`config.mk`:
```
export PLATFORM = sky130hd
export DESIGN_NAME = somador_acumulador_flat
export DESIGN_NICKNAME = d
export VERILOG_FILES = /design/src/rtl/somador_pkg.sv /design/src/rtl/somador_acumulador_if.sv /design/src/rtl/somador_flags.sv /design/src/rtl/somador_acumulador.sv /design/src/flat_wrapper.sv
export SDC_FILE = /design/constraint.sdc
export NUM_CORES = 1
export LEC_CHECK = 0
export CORE_ASPECT_RATIO = 0.75
export CORE_MARGIN = 1.5
export CORE_UTILIZATION = 33
export CTS_BUF_LIST = sky130_fd_sc_hd__clkbuf_16
export DETAILED_ROUTE_END_ITERATION = 7
export PLACE_DENSITY_LB_ADDON = 0.08
export SKIP_LAST_GASP = 1
export SYNTH_ARGS = -nofsm -noshare
export SYNTH_HDL_FRONTEND = slang
export SYNTH_SLANG_ARGS = --single-unit
```
`constraint.sdc`:
```
create_clock -name clk -period 6 [get_ports clk]
set_input_delay 1.2 -clock clk [delete_from_list [all_inputs] [get_ports clk]]
set_output_delay 1.2 -clock clk [all_outputs]
set_load 0.01 [all_outputs]
```
`src/rtl/somador_pkg.sv`:
```
// Shared types for the somador_acumulador block: operation codes and control states.
package somador_pkg;

  typedef enum logic [1:0] {
    OP_LOAD = 2'b00,
    OP_ADD  = 2'b01,
    OP_SUB  = 2'b10,
    OP_CLR  = 2'b11
  } op_t;

  typedef enum logic {
    IDLE   = 1'b0,
    RESULT = 1'b1
  } state_t;

endpackage

```
`src/rtl/somador_acumulador_if.sv`:
```
// Operation request / accumulator result bundle between operand sources and the accumulator.
interface somador_acumulador_if #(
  parameter int WIDTH = 8
);
  import somador_pkg::*;

  logic                    in_valid;
  op_t                     op;
  logic signed [WIDTH-1:0] B;
  logic signed [WIDTH-1:0] S;
  logic                    out_valid;
  logic                    Z;
  logic                    N;
  logic                    P;
  logic                    V;
  logic                    V_sticky;

  modport master (
    output in_valid, op, B,
    input  S, out_valid, Z, N, P, V, V_sticky
  );

  modport slave (
    input  in_valid, op, B,
    output S, out_valid, Z, N, P, V, V_sticky
  );

endinterface

```
`src/rtl/somador_flags.sv`:
```
// Zero / negative / even flags of a signed value; purely combinational, shared with ALU blocks.
module somador_flags #(
  parameter int WIDTH = 8
) (
  input  logic signed [WIDTH-1:0] S,
  output logic                    Z,
  output logic                    N,
  output logic                    P
);

  assign Z = (S == '0);
  assign N = S[WIDTH-1];
  assign P = ~S[0];

endmodule

```
`src/rtl/somador_acumulador.sv`:
```
// Clocked signed accumulator (LOAD/ADD/SUB/CLR) with Z/N/P, overflow and sticky-overflow flags.
// Define SOMADOR_SATURATE_EN to clamp S on overflow instead of wrapping.
module somador_acumulador
  import somador_pkg::*;
#(
  parameter int WIDTH = 8
) (
  input  logic clk,
  input  logic rst_n,
  somador_acumulador_if.slave bus
);

  state_t                  state, state_nxt;
  logic signed [WIDTH-1:0] acc_p0;
  logic                    v_p0;
  logic                    vs_p0;

  logic signed [WIDTH:0]   a_ext;
  logic signed [WIDTH:0]   b_ext;
  logic signed [WIDTH:0]   res;
  logic                    ovf;
  logic signed [WIDTH-1:0] acc_nxt;

`ifdef SOMADOR_SATURATE_EN
  function automatic logic signed [WIDTH-1:0] saturate(input logic signed [WIDTH:0] r);
    logic signed [WIDTH-1:0] lim;
    lim = r[WIDTH-1:0];
    if (r[WIDTH] != r[WIDTH-1]) begin
      // The extra bit carries the true sign: negative overflow clamps low, positive clamps high.
      lim = r[WIDTH] ? {1'b1, {(WIDTH-1){1'b0}}} : {1'b0, {(WIDTH-1){1'b1}}};
    end
    return lim;
  endfunction
`endif

  always_ff @(posedge clk) begin
    if (!rst_n) state <= IDLE;
    else        state <= state_nxt;
  end

  always_comb begin
    state_nxt = IDLE;
    case (state)
      IDLE:    if (bus.in_valid) state_nxt = RESULT;
      RESULT:  if (bus.in_valid) state_nxt = RESULT;
      default: state_nxt = IDLE;
    endcase
  end

  assign a_ext = {acc_p0[WIDTH-1], acc_p0};
  assign b_ext = {bus.B[WIDTH-1], bus.B};
  assign res   = (bus.op == OP_SUB) ? (a_ext - b_ext) : (a_ext + b_ext);
  // A sign-extended sum whose top two bits disagree is exactly the same-sign-in, flipped-sign-out case.
  assign ovf   = (res[WIDTH] != res[WIDTH-1]);

`ifdef SOMADOR_SATURATE_EN
  assign acc_nxt = saturate(res);
`else
  assign acc_nxt = res[WIDTH-1:0];
`endif

  // Result stage: accumulator and overflow flags update on each accepted op.
  always_ff @(posedge clk) begin
    if (!rst_n) begin
      acc_p0 <= '0;
      v_p0   <= 1'b0;
      vs_p0  <= 1'b0;
    end else if (bus.in_valid) begin
      case (bus.op)
        OP_LOAD: begin
          acc_p0 <= bus.B;
          v_p0   <= 1'b0;
        end
        OP_ADD, OP_SUB: begin
          acc_p0 <= acc_nxt;
          v_p0   <= ovf;
          if (ovf) vs_p0 <= 1'b1;
        end
        OP_CLR: begin
          acc_p0 <= '0;
          v_p0   <= 1'b0;
          vs_p0  <= 1'b0;
        end
        default: begin
          acc_p0 <= acc_p0;
        end
      endcase
    end
  end

  assign bus.S         = acc_p0;
  assign bus.V         = v_p0;
  assign bus.V_sticky  = vs_p0;
  assign bus.out_valid = (state == RESULT);

  somador_flags #(
    .WIDTH(WIDTH)
  ) u_flags (
    .S(acc_p0),
    .Z(bus.Z),
    .N(bus.N),
    .P(bus.P)
  );

endmodule

```
`src/flat_wrapper.sv`:
```
// flat-port wrapper written by rule: the top's interface ports become plain ports
module somador_acumulador_flat import somador_pkg::*;
#(
  parameter int WIDTH = 8
)
  (clk, rst_n, bus_in_valid, bus_op, bus_B, bus_S, bus_out_valid, bus_Z, bus_N, bus_P, bus_V, bus_V_sticky);
  somador_acumulador_if #(.WIDTH(WIDTH)) bus_i ();
  input  logic clk;
  input  logic rst_n;
  input wire logic [$bits(bus_i.in_valid)-1:0] bus_in_valid;
  input wire logic [$bits(bus_i.op)-1:0] bus_op;
  input wire logic [$bits(bus_i.B)-1:0] bus_B;
  output wire logic [$bits(bus_i.S)-1:0] bus_S;
  output wire logic [$bits(bus_i.out_valid)-1:0] bus_out_valid;
  output wire logic [$bits(bus_i.Z)-1:0] bus_Z;
  output wire logic [$bits(bus_i.N)-1:0] bus_N;
  output wire logic [$bits(bus_i.P)-1:0] bus_P;
  output wire logic [$bits(bus_i.V)-1:0] bus_V;
  output wire logic [$bits(bus_i.V_sticky)-1:0] bus_V_sticky;
  assign bus_i.in_valid = bus_in_valid;
  assign bus_i.op = bus_op;
  assign bus_i.B = bus_B;
  assign bus_S = bus_i.S;
  assign bus_out_valid = bus_i.out_valid;
  assign bus_Z = bus_i.Z;
  assign bus_N = bus_i.N;
  assign bus_P = bus_i.P;
  assign bus_V = bus_i.V;
  assign bus_V_sticky = bus_i.V_sticky;
  somador_acumulador #(.WIDTH(WIDTH)) u_core (.clk(clk), .rst_n(rst_n), .bus(bus_i));
endmodule
```
==> flow_summary_export.csv <==
group,metric,value,unit
status,outcome,"finished, final reports clean",
logic_synthesis,adder_share,16.3,%
placement,hpwlAfterDp,2250,um
logic_synthesis,synth_area_per_cell,8.03,um2
global_route,grt_max_degree,17,
clock_tree,cts_tree,"built",
logic_synthesis,edf_count,0,
pwr,power_density,253,mW/mm2
logic_synthesis,netlist.area_leader.share,21.1,%
worst_setup_path,worstSetupPathType,"primary input to flop",
logic_synthesis,fp_nets,156,
floorplanning,core,0.00298,mm2
detailed_routing,wl_met1,1480,um
worst_setup_path,end_kind,"flop",
worst_setup_path,arrival,4.15,ns
pwr,switching_share,32.0,%
detailed_routing,maxUsedRoutingLayer,"met4",
placement,placed_cell_area,0.00133,mm2
finish,buffers,26,
worst_hold_path,hold_end,"u_core.bus.V$_SDFFE_PN0P_",
timing,fmax,247,MHz
clock_tree,clockRootBuffer,"clkbuf_16",
logic_synthesis,flop_cell,"dfxtp_1",
timing,final_hold_viol_count,0,
finish,layout_top_cells,"clkdlybuf4s50_1, nor2_1, inv_1, ha_1, dfxtp_1",
global_route,use_met2,24.9,%
placement,post-place-ws,1.74,ns
global_route,antenna_found_initial,0,
finish,num-fill-cells,310,
timing,fin_skew,0.000468,ns
logic_synthesis,async_reset_ff_share,0,%
logic_synthesis,logic_family,"AND-OR/OR-AND gates",
detailed_routing,routed_wl,2930,um
logic_synthesis,postSynthSeqShare,21.1,%
worst_setup_path,path_cells,"clkdlybuf4s50_1 > ha_1 > mux2_2 > fa_1 > nand2b_1 > a21oi_1 > a221oi_2 > xnor2_1 > xnor2_1 > o22ai_1",
floorplanning,fp_util,35.0,%
worst_setup_path,worstReg2RegStart,"u_core.bus.S[0]$_SDFFE_PN0P_",
worst_hold_path,hp-start,"u_core.bus.V$_SDFFE_PN0P_",
timing,rsz0062_at_grt,"false",
run,max_cap_violations,0,
logic_synthesis,synth_warnings,0,
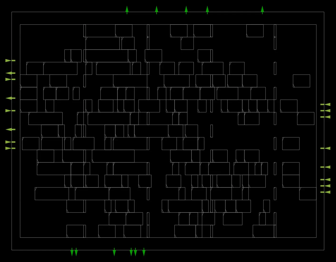
(images/placement.png)
final core occ: 47.4%
Row Count: 17
# Taps: 38

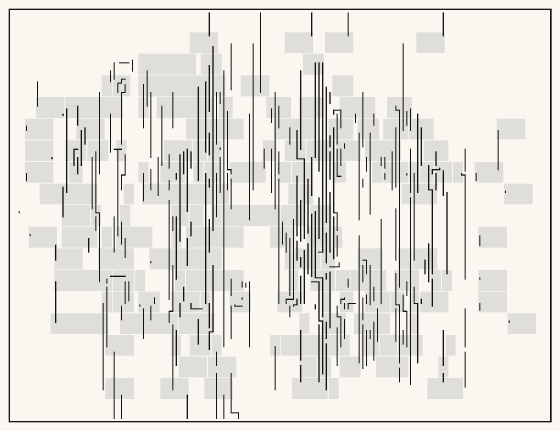
(images/layer_met2.png)
Cells faint in the background.
wire length on this layer: 1220 um
longest straight run: 34.7 um
share of all routed wire: 42%
main direction: vertical

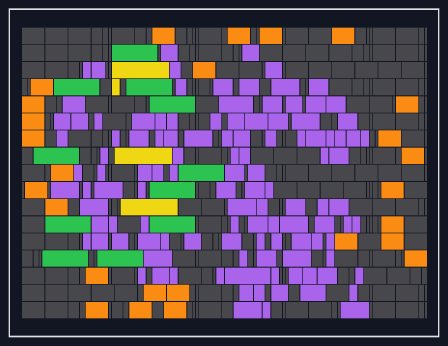
(images/placement_by_type.png)
Fill, decap, tap and diode cells in grey.
[yellow] clock drivers and dummy loads | cells: 4 | share of their area: 5.8%
[green] sequential cells | cells: 11 | share of their area: 16%
[purple] combinational and other logic | cells: 115 | share of their area: 59%
[orange] remaining buffers and delay cells | cells: 26 | share of their area: 19%
Design Area, Final: 0.00141 mm2
Seq area share: 15.6%

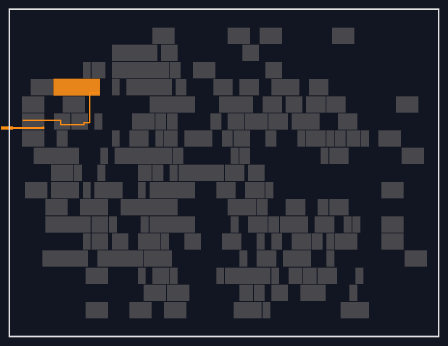
(images/io_fan.png)
[orange] bus_V_sticky | bits: 1 | direction: output | edge: left | end cells: 1 | buffers: 1 | wire: 22.7 um
PortBufs: 26
Ports: 27

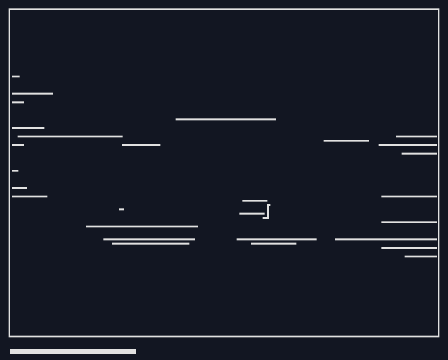
(images/layer_met3.png)
The bar under the picture is 20 um long.
share of all routed wire: 7.1%
wire length on this layer: 208 um
nets with wire on the layer: 27
longest straight run: 17.5 um
main direction: horizontal

No activity file was given, so power comes from the tool's default toggle rates.
